**Run 1: cells coloured by class**

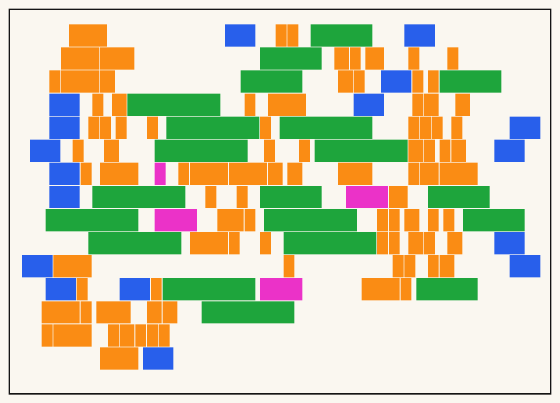
**Run 1: signal wires on met2**

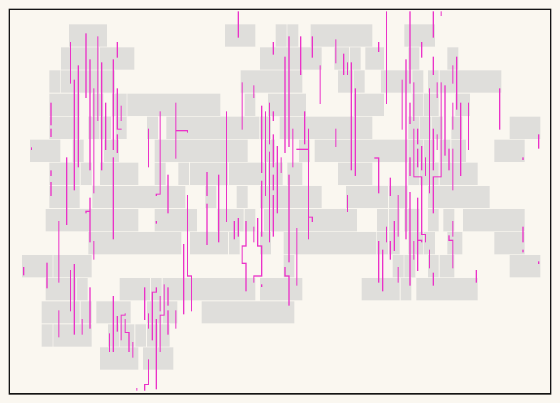
**Run 1: track usage over the die**

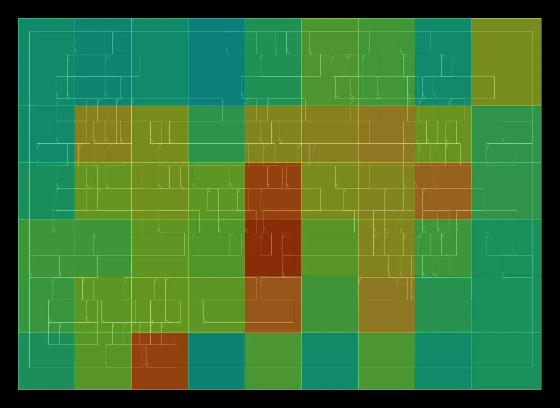
`config.mk`:
```
export PLATFORM = sky130hd
export DESIGN_NAME = minmax_tree
export DESIGN_NICKNAME = d
export VERILOG_FILES = /design/src/rtl/minmax_pkg.sv /design/src/rtl/minmax_node.sv /design/src/rtl/minmax_tree.sv
export SDC_FILE = /design/constraint.sdc
export NUM_CORES = 1
export LEC_CHECK = 0
export ABC_AREA = 1
export CAP_MARGIN = 20
export CELL_PAD_IN_SITES_DETAIL_PLACEMENT = 0
export CELL_PAD_IN_SITES_GLOBAL_PLACEMENT = 1
export CORE_ASPECT_RATIO = 0.7
export CORE_UTILIZATION = 40
export DETAILED_ROUTE_END_ITERATION = 10
export PLACE_DENSITY = 0.87
export SYNTH_ARGS = -nofsm -noshare
export SYNTH_HDL_FRONTEND = slang
export SYNTH_SLANG_ARGS = --single-unit
```
`constraint.sdc`:
```
create_clock -name clk -period 2.95 [get_ports clk]
set_input_delay 0.7375 -clock clk [delete_from_list [all_inputs] [get_ports clk]]
set_output_delay 0.7375 -clock clk [all_outputs]
set_load 0.02 [all_outputs]
```
`src/rtl/minmax_pkg.sv`:
```
// Shared helpers for the min/max reduction tree: widest supported lane width,
// index-width helper and the common compare used by every node and the
// output accumulator.
package minmax_pkg;

    // Lanes are widened to this many bits before comparing so one compare
    // function serves every lane width up to this limit.
    localparam int MAXW = 64;

    // Width of a lane index for an n-lane tree (at least one bit).
    function automatic int idx_w(input int n);
        return (n > 1) ? $clog2(n) : 1;
    endfunction

    // Strict less-than on pre-widened operands; signed_mode selects two's complement.
    function automatic logic lt(
        input logic [MAXW-1:0] a,
        input logic [MAXW-1:0] b,
        input logic            signed_mode
    );
        if (signed_mode) begin
            return $signed(a) < $signed(b);
        end
        return a < b;
    endfunction

endpackage

```
`src/rtl/minmax_node.sv`:
```
// One registered 2-input node of the min/max tree. Input a always covers the
// lower lane indices, so keeping a on a tie gives the lower-index-wins rule.
// Index fields exist only when MINMAX_INDEX_EN is defined.
module minmax_node import minmax_pkg::*; #(
    parameter int W      = 2,
`ifdef MINMAX_INDEX_EN
    parameter int IDXW   = 2,
`endif
    parameter bit SIGNED = 1'b0
) (
    input  logic         clk,
    input  logic         rst,
    input  logic         a_valid,
    input  logic         b_valid,
    input  logic [W-1:0] a_min,
    input  logic [W-1:0] a_max,
    input  logic [W-1:0] b_min,
    input  logic [W-1:0] b_max,
    output logic         y_valid,
    output logic [W-1:0] y_min,
    output logic [W-1:0] y_max
`ifdef MINMAX_INDEX_EN
    ,
    input  logic [IDXW-1:0] a_min_idx,
    input  logic [IDXW-1:0] a_max_idx,
    input  logic [IDXW-1:0] b_min_idx,
    input  logic [IDXW-1:0] b_max_idx,
    output logic [IDXW-1:0] y_min_idx,
    output logic [IDXW-1:0] y_max_idx
`endif
);

    // Widen a lane to the shared compare width, honouring signedness.
    function automatic logic [MAXW-1:0] ext(input logic [W-1:0] x);
        if (SIGNED) begin
            return MAXW'($signed(x));
        end
        return MAXW'(x);
    endfunction

    logic take_b_min;
    logic take_b_max;

    // Select the upper-lane child only when it is strictly better.
    always_comb begin
        take_b_min = lt(ext(b_min), ext(a_min), SIGNED);
        take_b_max = lt(ext(a_max), ext(b_max), SIGNED);
    end

    // Valid bit travels with the data; cleared by reset.
    always_ff @(posedge clk) begin
        // NOTE: sequential state uses non-blocking assignments so every
        // register samples pre-edge values regardless of block order.
        if (!rst) begin
            y_valid <= 1'b0;
        end else begin
            y_valid <= a_valid & b_valid;
        end
    end

    // Merged min/max captured only for valid sets.
    always_ff @(posedge clk) begin
        // NOTE: datapath registers are not reset; they are only observed
        // when the accompanying valid bit (which is reset) is set.
        if (a_valid & b_valid) begin
            y_min <= take_b_min ? b_min : a_min;
            y_max <= take_b_max ? b_max : a_max;
`ifdef MINMAX_INDEX_EN
            y_min_idx <= take_b_min ? b_min_idx : a_min_idx;
            y_max_idx <= take_b_max ? b_max_idx : a_max_idx;
`endif
        end
    end

endmodule

```
`src/rtl/minmax_tree.sv`:
```
// Pipelined min/max reduction over N lanes with optional running accumulation.
// Tree nodes are stored heap-style: node k has children 2k (lower lanes) and
// 2k+1; entries N..2N-1 are the unregistered lane leaves, entry 1 the root.
// Define MINMAX_INDEX_EN to carry winning-lane indices and expose index ports.
module minmax_tree import minmax_pkg::*; #(
    parameter int N      = 4,
    parameter int W      = 2,
    parameter bit SIGNED = 1'b0
) (
    input  logic           clk,
    input  logic           rst,
    input  logic           in_valid,
    input  logic [N*W-1:0] in_data,
    input  logic           acc_en,
    input  logic           acc_clr,
    output logic           out_valid,
    output logic [W-1:0]   out_min,
    output logic [W-1:0]   out_max
`ifdef MINMAX_INDEX_EN
    ,
    output logic [$clog2(N)-1:0] out_min_idx,
    output logic [$clog2(N)-1:0] out_max_idx
`endif
);

`ifdef MINMAX_INDEX_EN
    localparam int IDXW = idx_w(N);
`endif

    // Widen a lane to the shared compare width, honouring signedness.
    function automatic logic [MAXW-1:0] ext(input logic [W-1:0] x);
        if (SIGNED) begin
            return MAXW'($signed(x));
        end
        return MAXW'(x);
    endfunction

    logic         t_valid [1:2*N-1];
    logic [W-1:0] t_min   [1:2*N-1];
    logic [W-1:0] t_max   [1:2*N-1];
`ifdef MINMAX_INDEX_EN
    logic [IDXW-1:0] t_min_idx [1:2*N-1];
    logic [IDXW-1:0] t_max_idx [1:2*N-1];
`endif

    for (genvar i = 0; i < N; i++) begin : g_leaf
        assign t_valid[N+i] = in_valid;
        assign t_min[N+i]   = in_data[i*W +: W];
        assign t_max[N+i]   = in_data[i*W +: W];
`ifdef MINMAX_INDEX_EN
        assign t_min_idx[N+i] = IDXW'(i);
        assign t_max_idx[N+i] = IDXW'(i);
`endif
    end

    for (genvar k = 1; k < N; k++) begin : g_node
        minmax_node #(
            .W      (W),
`ifdef MINMAX_INDEX_EN
            .IDXW   (IDXW),
`endif
            .SIGNED (SIGNED)
        ) u_node (
            .clk     (clk),
            .rst     (rst),
            .a_valid (t_valid[2*k]),
            .b_valid (t_valid[2*k+1]),
            .a_min   (t_min[2*k]),
            .a_max   (t_max[2*k]),
            .b_min   (t_min[2*k+1]),
            .b_max   (t_max[2*k+1]),
            .y_valid (t_valid[k]),
            .y_min   (t_min[k]),
            .y_max   (t_max[k])
`ifdef MINMAX_INDEX_EN
            ,
            .a_min_idx (t_min_idx[2*k]),
            .a_max_idx (t_max_idx[2*k]),
            .b_min_idx (t_min_idx[2*k+1]),
            .b_max_idx (t_max_idx[2*k+1]),
            .y_min_idx (t_min_idx[k]),
            .y_max_idx (t_max_idx[k])
`endif
        );
    end

    logic         acc_full;
    logic         nxt_full;
    logic [W-1:0] nxt_min;
    logic [W-1:0] nxt_max;
`ifdef MINMAX_INDEX_EN
    logic [IDXW-1:0] nxt_min_idx;
    logic [IDXW-1:0] nxt_max_idx;
`endif

    // Output/accumulator next state: clear first, then load or merge the root.
    always_comb begin
        // NOTE: every signal gets a default before any branch so no latch
        // is inferred on paths that do not assign it.
        nxt_min  = out_min;
        nxt_max  = out_max;
`ifdef MINMAX_INDEX_EN
        nxt_min_idx = out_min_idx;
        nxt_max_idx = out_max_idx;
`endif
        nxt_full = acc_full & ~acc_clr;
        if (t_valid[1]) begin
            if (acc_en && nxt_full) begin
                // Strict compares keep the held (earliest) value on ties.
                if (lt(ext(t_min[1]), ext(out_min), SIGNED)) begin
                    nxt_min = t_min[1];
`ifdef MINMAX_INDEX_EN
                    nxt_min_idx = t_min_idx[1];
`endif
                end
                if (lt(ext(out_max), ext(t_max[1]), SIGNED)) begin
                    nxt_max = t_max[1];
`ifdef MINMAX_INDEX_EN
                    nxt_max_idx = t_max_idx[1];
`endif
                end
            end else begin
                nxt_min = t_min[1];
                nxt_max = t_max[1];
`ifdef MINMAX_INDEX_EN
                nxt_min_idx = t_min_idx[1];
                nxt_max_idx = t_max_idx[1];
`endif
            end
            // A per-set result leaves the accumulator empty; a running one fills it.
            nxt_full = acc_en;
        end
    end

    // Output register; values hold between results, valid pulses per result.
    always_ff @(posedge clk) begin
        if (!rst) begin
            out_valid <= 1'b0;
            out_min   <= '0;
            out_max   <= '0;
            acc_full  <= 1'b0;
`ifdef MINMAX_INDEX_EN
            out_min_idx <= '0;
            out_max_idx <= '0;
`endif
        end else begin
            out_valid <= t_valid[1];
            out_min   <= nxt_min;
            out_max   <= nxt_max;
            acc_full  <= nxt_full;
`ifdef MINMAX_INDEX_EN
            out_min_idx <= nxt_min_idx;
            out_max_idx <= nxt_max_idx;
`endif
        end
    end

endmodule

```
==> out/metrics.cfg, run 1 <==
[setup_path]
crit_arrival_ps=2020
slowest_stage=clkdlybuf4s50_1
crit_required_ps=2960
worst-path-max-fanout=3
setup.worst_path.end_class=register
crit_top_cell=o21ai_1
ff2ff_path_depth=5

[sta]
slew_violations=0
finalHoldViolCount=0
clock-skew-final_ps=1.18
setup_viol=0
rsz0062_at_grt=no
timing.final.crit_period_ps=2010

[detailed_routing]
highest_layer=met4
antenna_left=0
drt-initial-drc-count=42

[yosys]
compound_area_frac=0.0952
yosys.area_share.adder=0.165
synth_cells=115
edf_count=12
ys_types=16

[cells_and_area]
seq_share=0.398
logic_area_um2=409
ff_latch_area_um2=520
area_delta_synth_final_pct=22.8
mostFrequentLayoutCell=inv_1
lay_top_cells=inv_1 (29), nand2_1 (17), clkdlybuf4s50_1 (17), ha_1 (14), edfxtp_1 (12)

[cts]
clkLatencyLatePin_ps=250
ctsHoldBuffers=0
numCtsBuffers=3

[floorplan]
design.portCount=18
core-area_um2=2500
dieArea_um2=2880
fp.dieW_um=63.7

[pwr]
powerDensity_nw_per_um2=462
power_frac_comb=0.154
clk-power_mw=0.180

[global_route]
grt.busiest_layer=met2
grt_overflow=0
grt_max_degree=12

[place]
pre_cts_ws_ps=656

[run_status]
outcome=finished, final reports clean

Back to the opening pictures, 'cells coloured by class':
| class | colour | cells |
|---|---|---|
| remaining logic cells | orange | 93 |
| remaining buffers and delay cells | blue | 17 |
| registers | green | 20 |
| clock drivers and dummy loads | magenta | 4 |

Back to the opening pictures, 'signal wires on met2':
longest straight run: 21.1 um
share of all routed wire: 51%
main direction: vertical
Routed Wire Length: 1490 um
via count: 729

Back to the opening pictures, 'track usage over the die':
wire per inst: 8.85 um
final core utilization: 0.524
met2 GRT Util: 0.232

**Run 1: signal wires on met3**

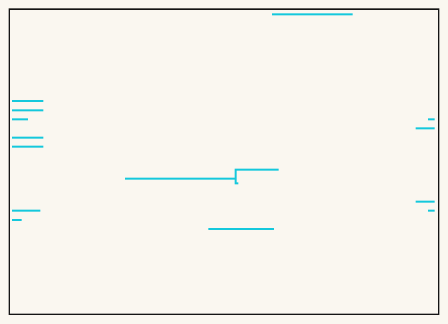

==> run 1 -> run 2 <==
--- a/config.mk
+++ b/config.mk
@@ -10,9 +10,9 @@
 export CELL_PAD_IN_SITES_DETAIL_PLACEMENT = 0
 export CELL_PAD_IN_SITES_GLOBAL_PLACEMENT = 1
 export CORE_ASPECT_RATIO = 0.7
-export CORE_UTILIZATION = 40
+export CORE_UTILIZATION = 39
 export DETAILED_ROUTE_END_ITERATION = 10
-export PLACE_DENSITY = 0.87
+export PLACE_DENSITY = 0.85
 export SYNTH_ARGS = -nofsm -noshare
 export SYNTH_HDL_FRONTEND = slang
 export SYNTH_SLANG_ARGS = --single-unit
==> constraint.sdc (replaced) <==
create_clock -name clk -period 2.04 [get_ports clk]
set_input_delay 0.51 -clock clk [delete_from_list [all_inputs] [get_ports clk]]
set_output_delay 0.51 -clock clk [all_outputs]
set_load 0.02 [all_outputs]
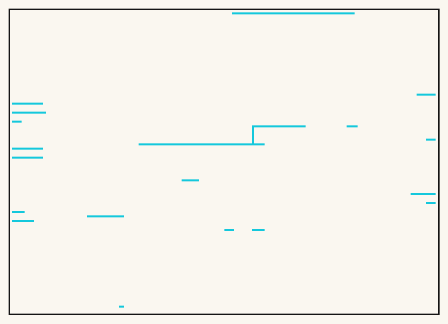
**Above:** run 2 (signal wires on met3).
longest straight run: 18.6 um
nets with wire on the layer: 16
wire length on this layer: 91.3 um
share of all routed wire: 5.5%
main direction: horizontal
via count: 746
grt met3 use: 0.0550
Routed Wire Length: 1670 um

==> out/metrics.cfg, run 2 <==
[setup_path]
ff2ff_path_depth=8  ; +3
crit_arrival_ps=1770  ; -250 ps
crit_top_cell=o21ai_1
crit_required_ps=2060  ; -900 ps
setup.worst_path.end_class=register
worst-path-max-fanout=3  ; unchanged
slowest_stage=clkdlybuf4s50_1

[cells_and_area]
area_delta_synth_final_pct=26.7
seq_share=0.386  ; -0.0122
final_util=0.536  ; +0.0125
lay_top_cells=inv_1 (29), nand2_1 (17), clkdlybuf4s50_1 (17), ha_1 (14), edfxtp_1 (12)
mostFrequentLayoutCell=inv_1
ff_latch_area_um2=520  ; unchanged

[cts]
clkLatencyLatePin_ps=260  ; about the same
numCtsBuffers=3  ; unchanged
ctsHoldBuffers=0  ; unchanged

[sta]
setup_viol=0  ; unchanged
finalHoldViolCount=0  ; unchanged
timing.final.crit_period_ps=1750
slew_violations=0  ; unchanged

[global_route]
grt_overflow=0  ; unchanged
grt_max_degree=13  ; +1
grt.busiest_layer=met2
use_met2=0.255  ; +0.0228

[pwr]
clk-power_mw=0.397  ; +120%
power_frac_comb=0.137  ; -0.017

[floorplan]
core-area_um2=2510  ; +0.75%
fp.dieW_um=64.5  ; +1.2%
dieArea_um2=2950  ; +2.5%

[detailed_routing]
drt-initial-drc-count=19  ; -55%
wire_per_inst_um=9.81  ; +11%
highest_layer=met4

[yosys]
yosys.area_share.adder=0.165  ; unchanged
compound_area_frac=0.0952  ; unchanged
ys_types=16  ; unchanged
most_common_cell=inv_1
edf_count=12  ; unchanged

[run_status]
outcome=finished, final reports clean

**Run 2: signal wires on met2**

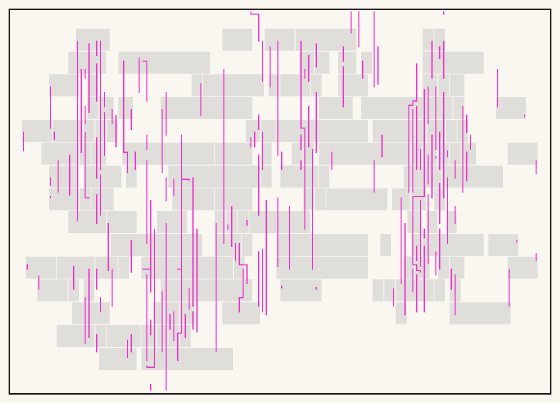

==> run 2 -> run 3 <==
--- a/config.mk
+++ b/config.mk
@@ -12,6 +12,7 @@
 export CORE_ASPECT_RATIO = 0.7
 export CORE_UTILIZATION = 39
 export DETAILED_ROUTE_END_ITERATION = 10
+export HOLD_SLACK_MARGIN = 0.08
 export PLACE_DENSITY = 0.85
 export SYNTH_ARGS = -nofsm -noshare
 export SYNTH_HDL_FRONTEND = slang
==> constraint.sdc (replaced) <==
create_clock -name clk -period 1.66 [get_ports clk]
set_input_delay 0.415 -clock clk [delete_from_list [all_inputs] [get_ports clk]]
set_output_delay 0.415 -clock clk [all_outputs]
set_load 0.02 [all_outputs]
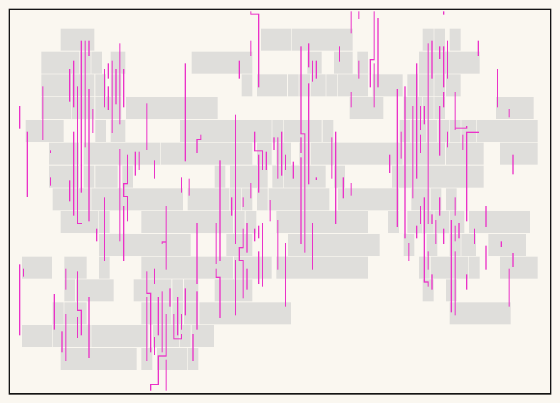
**Above:** run 3 (signal wires on met2).
main direction: vertical
share of all routed wire: 50%
wire length on this layer: 791 um
nets with wire on the layer: 130
Routed Wire Length: 1590 um
via count: 759
met2 GRT Util: 0.225

==> out/metrics.cfg, run 3 <==
[setup_path]
endpoint=g_node[2].u_node.y_min[0]
crit_type=in2reg
ff2ff_path_depth=5  ; -3
worst-path-max-fanout=3  ; unchanged
crit_arrival_ps=1600  ; -170 ps
slowest_stage=clkdlybuf4s50_1
worstReg2RegEnd=g_node[1].u_node.y_max[0]
setup.worst_path.end_class=register
crit_required_ps=1680  ; -380 ps

[yosys]
ys_sh_simple=0.125
yosysTopAreaCell=edfxtp_1
yosys.area_share.adder=0.165  ; unchanged
compound_area_frac=0.0952  ; unchanged
edf_count=12  ; unchanged
syn_area_um2=1060
most_common_cell=inv_1
common_cells=inv_1 (29), nand2_1 (17), ha_1 (14)
synth_cells=115

[cts]
ctsHoldBuffers=0  ; unchanged
clkLatencyLatePin_ps=260  ; about the same
numCtsBuffers=3  ; unchanged

[detailed_routing]
drt-initial-drc-count=24  ; +5
wire_per_inst_um=9.13  ; -7.0%
highest_layer=met4

[global_route]
grt_overflow=0  ; unchanged
met3_usage=0.0450  ; -0.0100
grt.busiest_layer=met2
grt_max_degree=13  ; unchanged
track_usage=0.120

[pwr]
power.total_mw=1.27
power_frac_comb=0.152  ; +0.015

[run_status]
outcome=finished, final reports clean

[cells_and_area]
area_delta_synth_final_pct=34.4
final_util=0.569  ; +0.0328
ff_latch_area_um2=520  ; unchanged
seq_share=0.364  ; -0.0223
mostFrequentLayoutCell=inv_1
comb_share=0.314
lay_top_cells=inv_1 (28), nand2_1 (17), ha_1 (12), edfxtp_1 (12), clkdlybuf4s50_1 (12)

[sta]
setup_viol=0  ; unchanged
setup_ws_ps=79.3
slew_violations=0  ; unchanged
timing.final.crit_period_ps=1580
finalHoldViolCount=0  ; unchanged

[floorplan]
fp.dieW_um=64.5  ; unchanged
dieArea_um2=2950  ; unchanged
core-area_um2=2510  ; unchanged
tapCellCount=34

